Figure 1. Sizing map.
Drawn at 6 px/um.
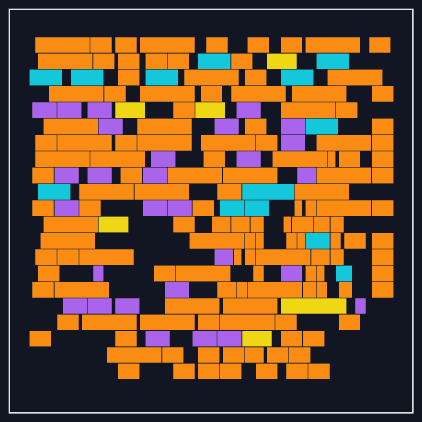
Figure 2. Placement view.
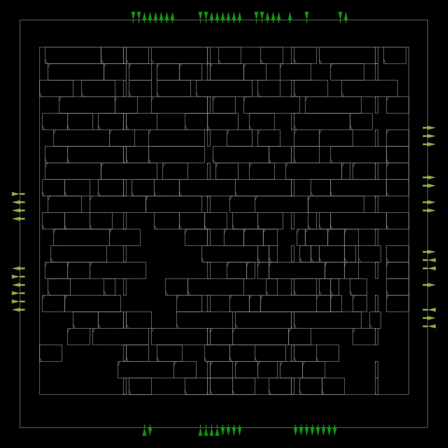
==> config.mk <==
export PLATFORM = sky130hd
export DESIGN_NAME = hs_mem_target
export DESIGN_NICKNAME = d
export VERILOG_FILES = /design/src/rtl/hs_bus_pkg.sv /design/src/rtl/hs_mem_target_sync2.sv /design/src/rtl/hs_mem_target.sv
export SDC_FILE = /design/constraint.sdc
export NUM_CORES = 1
export LEC_CHECK = 0
export CORE_MARGIN = 3
export CORE_UTILIZATION = 47
export CTS_CLUSTER_SIZE = 28
export DETAILED_ROUTE_END_ITERATION = 7
export PLACE_DENSITY = 0.85
export SYNTH_ARGS = -nofsm -noshare
export SYNTH_HDL_FRONTEND = slang
export SYNTH_HIERARCHICAL = 1
export SYNTH_SLANG_ARGS = --single-unit
==> constraint.sdc <==
create_clock -name clk -period 2.1 [get_ports clk]
set_input_delay 0.21 -clock clk [delete_from_list [all_inputs] [get_ports clk]]
set_output_delay 0.21 -clock clk [all_outputs]
set_load 0.005 [all_outputs]
==> ds_physical_params.txt <==
Implementation parameters

Parameter                              Value

Yosys
  Number of flops mapped to enable cells by yosys    0
  Count of instantiated cells in the yosys netlist    120
  Synthesized Nets    141
  Cell variety after synth    30
  Post-Syn Instances    120
  Register area share after synthesis    58.6%
  Cell type with the highest aggregate area in the netlist    dfrtp_1
  Post-synthesis instance area    1750 um^2
  Flip-flop and latch count after synthesis    41
  Async set-or-reset flop fraction in the synthesized netlist    100%
  Top cell area share    58.6%
  Synth Area per Inst    14.6 um^2
  Ys flop type    dfrtp_1
  Yosys warning tally    6

Routing
  Detailed-routing iteration count for the pre-antenna-repair pass    4
  Violation tally from detailed-route iteration zero    75
  Aggregate routed wire length    3640 um
  Per-cell routed wire length    16.0 um
  Post-route antenna net violation count    0
  Total number of vias    1183
  DRC violation count after routing    0

Worst setup path
  Reg2Reg Setup Slack    0.58 ns
  Max stage delay on crit path    0.58 ns
  CP Data Arrival Time    1.45 ns
  Number of logic stages on the critical path including buffering    1
  Register-to-Register Path Depth    3
  Critical path type    flop to primary output
  Critical-path cell list    clkdlybuf4s50_1
  Crit. End Element    primary output
  WP data required    1.89 ns
  Crit-path slowest cell    dfrtp_1
  Cell class contributing the biggest share of worst-path delay    flip-flops
  Kind of launch point of the worst setup path    flop
  Worst Path Max Fanout    13

STA
  Slew Limit Headroom    41.6%
  Timing-limited maximum frequency    0.602 GHz
  Post-route fraction of the period consumed by the critical path    79.1%
  Final period demand of the worst path    1.66 ns
  Max-slew violation total from the final report    0
  Setup violators final    0
  Setup Skew    0.00523 ns
  Slew @ Worst Pin    0.876 ns
  Final number of hold-violating endpoints    0
  Setup TNS    0 ns

Place
  Post-Place Cells    221
  Instance area at placement    2390 um^2
  Number of buffers added on ports    66
  Detailed placement HPWL    2690 um
  Placer Congestion    0.795
  Pre-CTS setup slack    0.340 ns

Floorplan
  Floorplan-stage core utilization    50.5%
  Die height    67.0 um
  Number of top-level pins    67
  Die boundary width    67.0 um
  Chip Area    4490 um^2

Clock tree
  Clock tree from TritonCTS    done
  Skew-Pair Late Insertion Delay    0.29 ns
  Number of H-tree levels    2
  Root buf cell    clkbuf_8
  Number of CTS-inserted buffers    5
  Post-CTS Setup Inserts    0
  Clk pin slew, worst setup/hold paths    0.07 ns
  CTS hold repair buffers    0
  Clock tree sinks    41
  Number of buffers on the longest clock path    2

Worst hold path
  Worst min-delay path category    primary input to async pin

Run
  Number of warnings the tools reported    26
  Max-cap check violation count    0

Power
  Maximum vdd ir drop    0.675 mV
  Static leakage power    0.00108 uW
  Ratio of total power to cell area    1210 nW/um^2

Global route
  Maximum number of pins on one net before global-route repair    42
  GRT Total Usage    17.6%
  Global-route wire length before repair    5750 um
  Number of antenna violations at the first check in global routing    0
  Vias in the first global route    1166

Status
  Status    finished clean

Cells and area
  Post-layout net count    203
  Ratio of cells with drive above 1 in the final layout    25.8%
Back to the opening pictures, Figure 1:
legend:
  purple:
    size: _2 cells
    cells: 28
  cyan:
    size: _3 and _4 cells
    cells: 13
  yellow:
    size: _6 and larger
    cells: 6
  orange:
    size: _0 and _1 cells
    cells: 135
final standard cell area without fillers: 2490 um^2
crit path setup slack, layout: 0.438 ns
synth-to-layout area growth: 42.2%
number of non-clock buffers: 67

Back to the opening pictures, Figure 2:
core region area: 3470 um^2
num tapcells: 46
Util after Layout: 71.8%
number of standard cells in the final layout excluding fillers: 228

==> layout by cell type (no fill, tap or decap), types with 3 or more instances in the layout <==
cell / instances
mux2_2: 23
clkbuf_8: 5
o21ai_0: 5
mux2_4: 8
dfrtp_1: 41
clkdlybuf4s50_1: 65
nor2_1: 3
==> through the flow <==
| step | util (%) | hold WS (ns) |
|---|---|---|
| 5_1_grt | 71.8 | 0.0933 |
| 3_5_place_dp | 68.8 | 0.375 |
| 4_1_cts | 71.8 | 0.0519 |
| 2_1_floorplan | - | -0.0856 |
| 3_3_place_gp | 68.8 | 0.367 |
| 6_report | 71.8 | 0.0359 |
==> power by group <==
group	total [uW]	leakage [uW]	switching, uW	internal, uW
sequential	1290	0.000520	199	1090
clock	600	0.0000540	254	345
combinational	1120	0.000501	309	815
==> cells in the mapped netlist, types with 2 or more instances <==
| master | count |
|---|---|
| buf_4 | 8 |
| dfrtp_1 | 41 |
| buf_2 | 2 |
| inv_1 | 2 |
| o2bb2ai_1 | 2 |
| a21oi_1 | 2 |
| mux2_2 | 23 |
| nor2_1 | 3 |
| nand2_1 | 2 |
| nand2b_1 | 2 |
| nor3_1 | 2 |
| o21ai_0 | 5 |
| nor2_4 | 2 |
| mux2_4 | 8 |
==> layer usage <==
layer | global-route usage (%) | part of all wire (%) | up-vias
met5 | 0 | 0 | -
met4 | 6.08 | 0.52 | 0
met3 | 5.73 | 5.5 | 2
met2 | 28.6 | 54 | 42
met1 | 22.0 | 40 | 591
li1 | - | - | 548
==> worst register-to-register path: stages (launching register included) <==
cell and delay, ns:
dfrtp_1 0.48, nor2_4 0.22, and4_4 0.38, mux2_4 0.33
==> layout make-up <==
class	count	area, um^2
flip-flops and latches	41	1030
fillers	248	978
repair buffers	67	663
multi-input cells	65	632
clock buffers	5	68.8
well taps	46	57.6
clock inverters	2	35.0
inverters	2	7.51
==> logic make-up after synthesis <==
logic type      after synthesis  synth area share [%]
compound gates               15                  6.00
mux                          32                  22.3
flops                        41                  58.6
buf+inv                      14                  5.29
simple gates                 18                  7.79
Power and IR drop assume default switching activity.
